[src/rtl/pipe_stage_skid.sv]
// pipe_stage_skid: 2-entry skid-buffered pipeline register with flush, stall and bubble squashing
module pipe_stage_skid #(
  parameter int DATA_W = 64,
  parameter int REG_AW = 3
) (
  input  logic              clk,
  input  logic              reset,
  input  logic              en,
  input  logic              flush,
  input  logic              in_valid,
  output logic              in_ready,
  input  logic              WRegEn_in,
  input  logic              WMemEn_in,
  input  logic [DATA_W-1:0] R1out_in,
  input  logic [DATA_W-1:0] R2out_in,
  input  logic [REG_AW-1:0] WReg1_in,
  output logic              out_valid,
  input  logic              out_ready,
  output logic              WRegEn_out,
  output logic              WMemEn_out,
  output logic [DATA_W-1:0] R1out_out,
  output logic [DATA_W-1:0] R2out_out,
  output logic [REG_AW-1:0] WReg1_out,
  output logic [1:0]        occupancy
);
  localparam int W = 2 + 2 * DATA_W + REG_AW;
  typedef enum logic [1:0] {EMPTY = 2'd0, ONE = 2'd1, FULL = 2'd2} state_t;
  state_t state, state_nx;
  logic [W-1:0] main_q, skid_q, in_e;
  logic accept, deliver, load_main, load_skid;
  assign in_e = {WRegEn_in, WMemEn_in, R1out_in, R2out_in, WReg1_in};
  assign accept = in_valid & in_ready & en & ~flush;
  assign deliver = out_valid & out_ready & en & ~flush;
  // FULL never accepts, so main reloads from skid there and from the inputs otherwise
  assign load_main = (accept & (state == EMPTY | deliver)) | (deliver & state == FULL);
  assign load_skid = accept & state == ONE & ~deliver;
  always_ff @(posedge clk) begin
    if (reset) begin
      state  <= EMPTY;
      main_q <= '0;
      skid_q <= '0;
    end else begin
      state <= state_nx;
      if (load_main) main_q <= state == FULL ? skid_q : in_e;
      if (load_skid) skid_q <= in_e;
    end
  end
  always_comb begin
    state_nx = state;
    case (state)
      EMPTY:   state_nx = accept ? ONE : EMPTY;
      ONE:     state_nx = accept & ~deliver ? FULL : (~accept & deliver ? EMPTY : ONE);
      default: state_nx = deliver ? ONE : FULL;
    endcase
    if (flush) state_nx = EMPTY;
  end
  always_comb begin
    in_ready  = ~reset & (state != FULL);
    out_valid = state != EMPTY;
    occupancy = state;
    {WRegEn_out, WMemEn_out, R1out_out, R2out_out, WReg1_out} = main_q;
    WRegEn_out = main_q[W-1] & out_valid;
    WMemEn_out = main_q[W-2] & out_valid;
  end
endmodule

[config.mk]
export PLATFORM = sky130hd
export DESIGN_NAME = pipe_stage_skid
export DESIGN_NICKNAME = d
export VERILOG_FILES = /design/src/rtl/pipe_stage_skid.sv
export SDC_FILE = /design/constraint.sdc
export NUM_CORES = 1
export LEC_CHECK = 0
export ABC_AREA = 1
export CAP_MARGIN = 20
export CORE_MARGIN = 2
export CORE_UTILIZATION = 35
export CTS_BUF_LIST = sky130_fd_sc_hd__clkbuf_4
export DETAILED_ROUTE_END_ITERATION = 16
export MAX_ROUTING_LAYER = met4
export PLACE_DENSITY_LB_ADDON = 0.15
export SYNTH_ARGS = -nofsm -noshare
export SYNTH_HDL_FRONTEND = slang
export SYNTH_SLANG_ARGS = --single-unit
[constraint.sdc]
create_clock -name clk -period 2.8 [get_ports clk]
set_clock_uncertainty 0.2 [all_clocks]
set_input_delay 0.56 -clock clk [delete_from_list [all_inputs] [get_ports clk]]
set_output_delay 0.56 -clock clk [all_outputs]
set_load 0.005 [all_outputs]
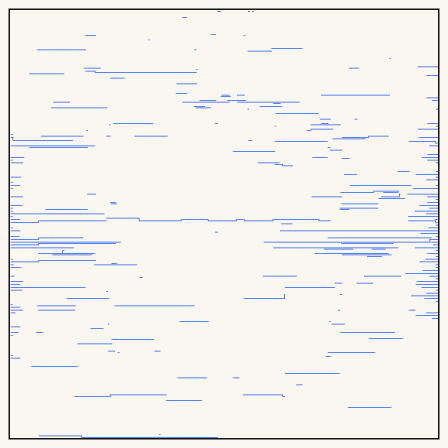
Fig. 1. M3 wires.
- wire length on this layer: 2800 µm
- share of all routed wire: 6.5%
- main direction: horizontal

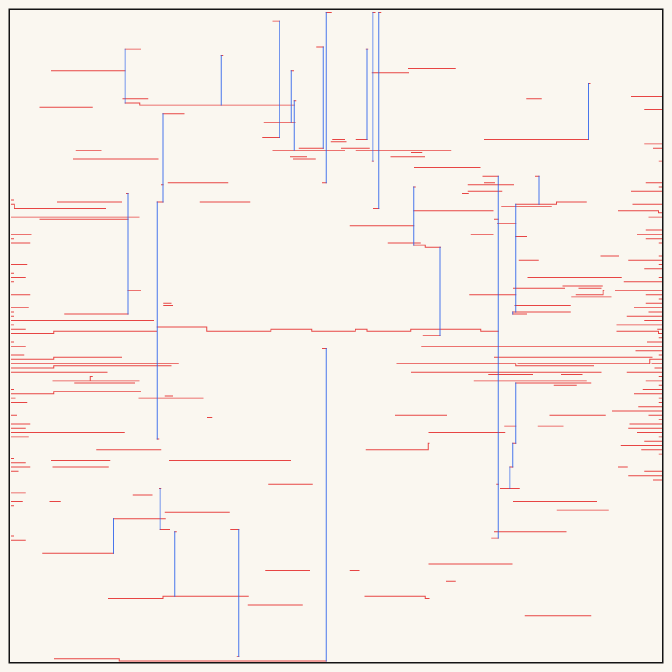
Fig. 2. Wiring by layer.
Two of the layers only.
- M4: blue (wire length 903 µm)
- M3: red (wire length 2800 µm)

==> run summary <==
Results of the run.

Dividing the synthesized area by the synthesized cell count gives 6.48 µm². According to the timing report, the critical path is captured at occupancy[1]. The area of all placed cells without fillers is 17600 µm². The core region is 40000 µm².

The post-route minimum period is 2.66 ns. The final critical-path share of the clock period is 95.0%. The non-clock inverter count in the final layout is 143.

No sink is reached through more buffers than the 3 on the longest clock path. The worst register-to-register path has a setup slack of 0.67 ns. The met3 track utilization from global routing is 5.24%. In the global route stage, overall resource usage came out at 20.7%. The fraction of cell area in multi-input combinational cells is reported as 37.8%. The layout report lists the non-clock buffer share of cell area as 19.3%.

In the Yosys stats the netlist draws on 19 distinct library cells. The static leakage is 0.00788 µW. The root buffer cell chosen for the clock tree is sky130_fd_sc_hd__clkbuf_4.

The flow ran to the end, and the final reports show no timing, DRC or antenna violations. The number of nets in the final layout is 2433. The share of cell area taken by flip-flops and latches is 30.6%. The worst hold path passes through 2 cells. The first global-routing pass estimated 68500 µm of wire. The number of global-route vias before repair is 13044. Global routing finished with a remaining overflow of 0. For this run, the chip area from Yosys synthesis comes to 14300 µm². STA lists the startpoint of the worst hold path as skid_q[110]. Setup total negative slack on the finished layout was measured at 0 ns.

The H-tree depth is 3. Setup repair after global routing left no endpoint under its margin. IR analysis of the VDD net gives a maximum drop of 0.285 mV. The buffer count from post-CTS setup fixing is 0. The worst register-to-register path has a depth of 8. Leaving out the clock tree, the finished layout contains a buffer count of 313.

The setup-violating endpoint count in the final report is 0. The placement stage leaves a total instance area of 16600 µm². The worst setup path is captured at an output pin. The insertion delay to the later sink of the worst-skew pair is 0.77 ns. Max-cap violations in this run came to 0. The boundary pin count is 276. The chip occupies 42400 µm².

After its last routability iteration, the placer logged a weighted congestion of 0.779. Per the detail_route report, routed wire per instance is 15.1 µm. The relative max-transition margin is 24.8%. The area taken by multi-input logic gates is 6650 µm². Based on the critical path, the design can be clocked at up to 376 MHz. Looking at the reg2reg group, the worst path ends at main_q[57]. The routed layout reports a DRC error count of 0. The report shows a maximum critical-path fanout of 31. On the worst setup and hold paths after CTS, the clock-pin slew comes to 0.06 ns.

STA classifies the critical path startpoint as a flop. The number of fill cells in the layout is 4218. For this run, the number of Yosys warnings is 0.

Relative to the synthesized area, the layout overhead comes to 23.3%. In this run, the number of DRC markers left after iteration 0 of detailed routing was 775. The critical path starts at occupancy[1]. The hold violation count in the final report is 0. The count of clock tree sinks is 268. The cell count in the Yosys report is 2200.

Total power normalized to cell area comes to 486 nW/µm². The total CTS buffers is 81. The initial antenna violation count was 3. The met2 usage in global routing is 32.9%.

The final power report lists total power as 8540 µW. For the worst setup path, the data arrival time is 1.90 ns. The transition time at the pin with the least slew margin is 1.13 ns. Counting the clock-network buffers in the layout gives 111.

Before placement the cells fill 35.6% of the core.
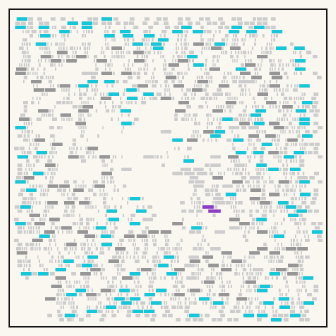
Fig. 3. Where the registers sit.
Other sequential cells in the stronger gray, the rest of the logic in the fainter gray.
- occupancy: purple (placed flops 2)
- main_q: cyan (placed flops 133; where all over the die)
- not colored: 133
Final Core Density: 43.9%
area used by sequential logic in the layout: 5370 µm²

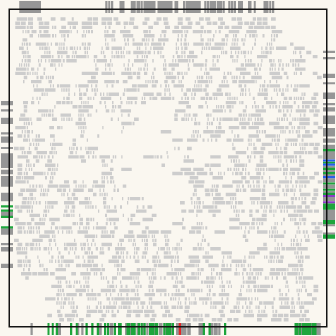
Fig. 4. Ports around the boundary.
Pins as bars across the die edge, other pins in gray.
- flush: red (pins 1; direction input; edge bottom)
- occupancy: purple (pins 2; direction output; edge right)
- WReg1_in: blue (pins 3; direction input; edge right)
- R1out_out: green (pins 64; direction output; edge 46 bottom, 14 right, 4 left)
- all pins by edge: 88 bottom, 82 top, 63 right, 43 left
count of buffers from port buffering: 275
die extent in x: 206 µm

## what timing repair did
item                                    CTS  global route
resized                                   4             2
endpoints found under the setup margin    3             2
hold endpoints to repair                  0             0
## synth_stat cells
| master | number | area share (%) |
|---|---|---|
| sky130_fd_sc_hd__nor3_2 | 1 | 0.070 |
| sky130_fd_sc_hd__nand2_2 | 1 | 0.044 |
| sky130_fd_sc_hd__nand3_1 | 268 | 9.4 |
| sky130_fd_sc_hd__inv_1 | 139 | 3.7 |
| sky130_fd_sc_hd__a31oi_1 | 1 | 0.044 |
| sky130_fd_sc_hd__ha_1 | 1 | 0.088 |
| sky130_fd_sc_hd__nand2_1 | 540 | 14 |
| sky130_fd_sc_hd__nand3b_1 | 133 | 7.0 |
| sky130_fd_sc_hd__inv_2 | 4 | 0.11 |
| sky130_fd_sc_hd__buf_4 | 139 | 7.3 |
| sky130_fd_sc_hd__buf_1 | 42 | 1.1 |
| sky130_fd_sc_hd__dfxtp_1 | 268 | 38 |
| sky130_fd_sc_hd__o21bai_1 | 1 | 0.053 |
| sky130_fd_sc_hd__a22oi_1 | 1 | 0.053 |
| sky130_fd_sc_hd__clkbuf_1 | 55 | 1.4 |
| sky130_fd_sc_hd__a21oi_1 | 133 | 4.7 |
| sky130_fd_sc_hd__nor2_2 | 1 | 0.044 |
| sky130_fd_sc_hd__buf_2 | 67 | 2.4 |
| sky130_fd_sc_hd__nor2_1 | 405 | 11 |
## critical path, cell delays in order, from the launching register on
cell and delay [ns]:
sky130_fd_sc_hd__dfxtp_4 0.40, sky130_fd_sc_hd__buf_12 0.22, sky130_fd_sc_hd__clkdlybuf4s50_1 0.54
## cell usage in the layout (no fill, tap or decap), types with 3 or more instances in the layout
cell and count:
sky130_fd_sc_hd__buf_4 10, sky130_fd_sc_hd__nand2_1 539, sky130_fd_sc_hd__buf_12 28, sky130_fd_sc_hd__nand3b_1 133
sky130_fd_sc_hd__diode_2 5, sky130_fd_sc_hd__inv_1 139, sky130_fd_sc_hd__dfxtp_1 266, sky130_fd_sc_hd__inv_2 3
sky130_fd_sc_hd__clkbuf_4 111, sky130_fd_sc_hd__clkinv_1 8, sky130_fd_sc_hd__nor2_1 404, sky130_fd_sc_hd__clkdlybuf4s50_1 274
sky130_fd_sc_hd__a21oi_1 133, sky130_fd_sc_hd__nand3_1 268
## where the power goes
part           internal, µW  switching [µW]  total, µW
sequential             3880            38.5       3920
clock                  1980            1710       3690
combinational           489             434        922
total                  6350            2190       8540
## kinds of logic (layout without fill, tap and decap cells)
group	count (synthesis)	in the layout
flops	268	268
fa+ha+maj	1	1
simple gates	1349	1349
compound gates	136	136
buf+inv	446	581
other cells	0	5
## per-layer routing
metal	vias up	wire, µm
met5	-	0
met3	71	2800
met4	0	903
met2	346	20000
met1	6425	19500
li1	6994	-
## metrics by stage
stage / hold slack, ns / instances / utilization [%] / worst slack [ns]
6_report: 0.265 / 2865 / 43.9 / 0.140
5_1_grt: 0.234 / 2863 / 43.9 / 0.0464
4_1_cts: 0.204 / 2860 / 43.9 / 0.00779
3_5_place_dp: 0.258 / 2735 / 41.5 / 0.233
3_3_place_gp: 0.249 / 2735 / 41.5 / 0.280
2_1_floorplan: 0.241 / 2200 / - / 0.907
Power and IR drop assume default switching activity.
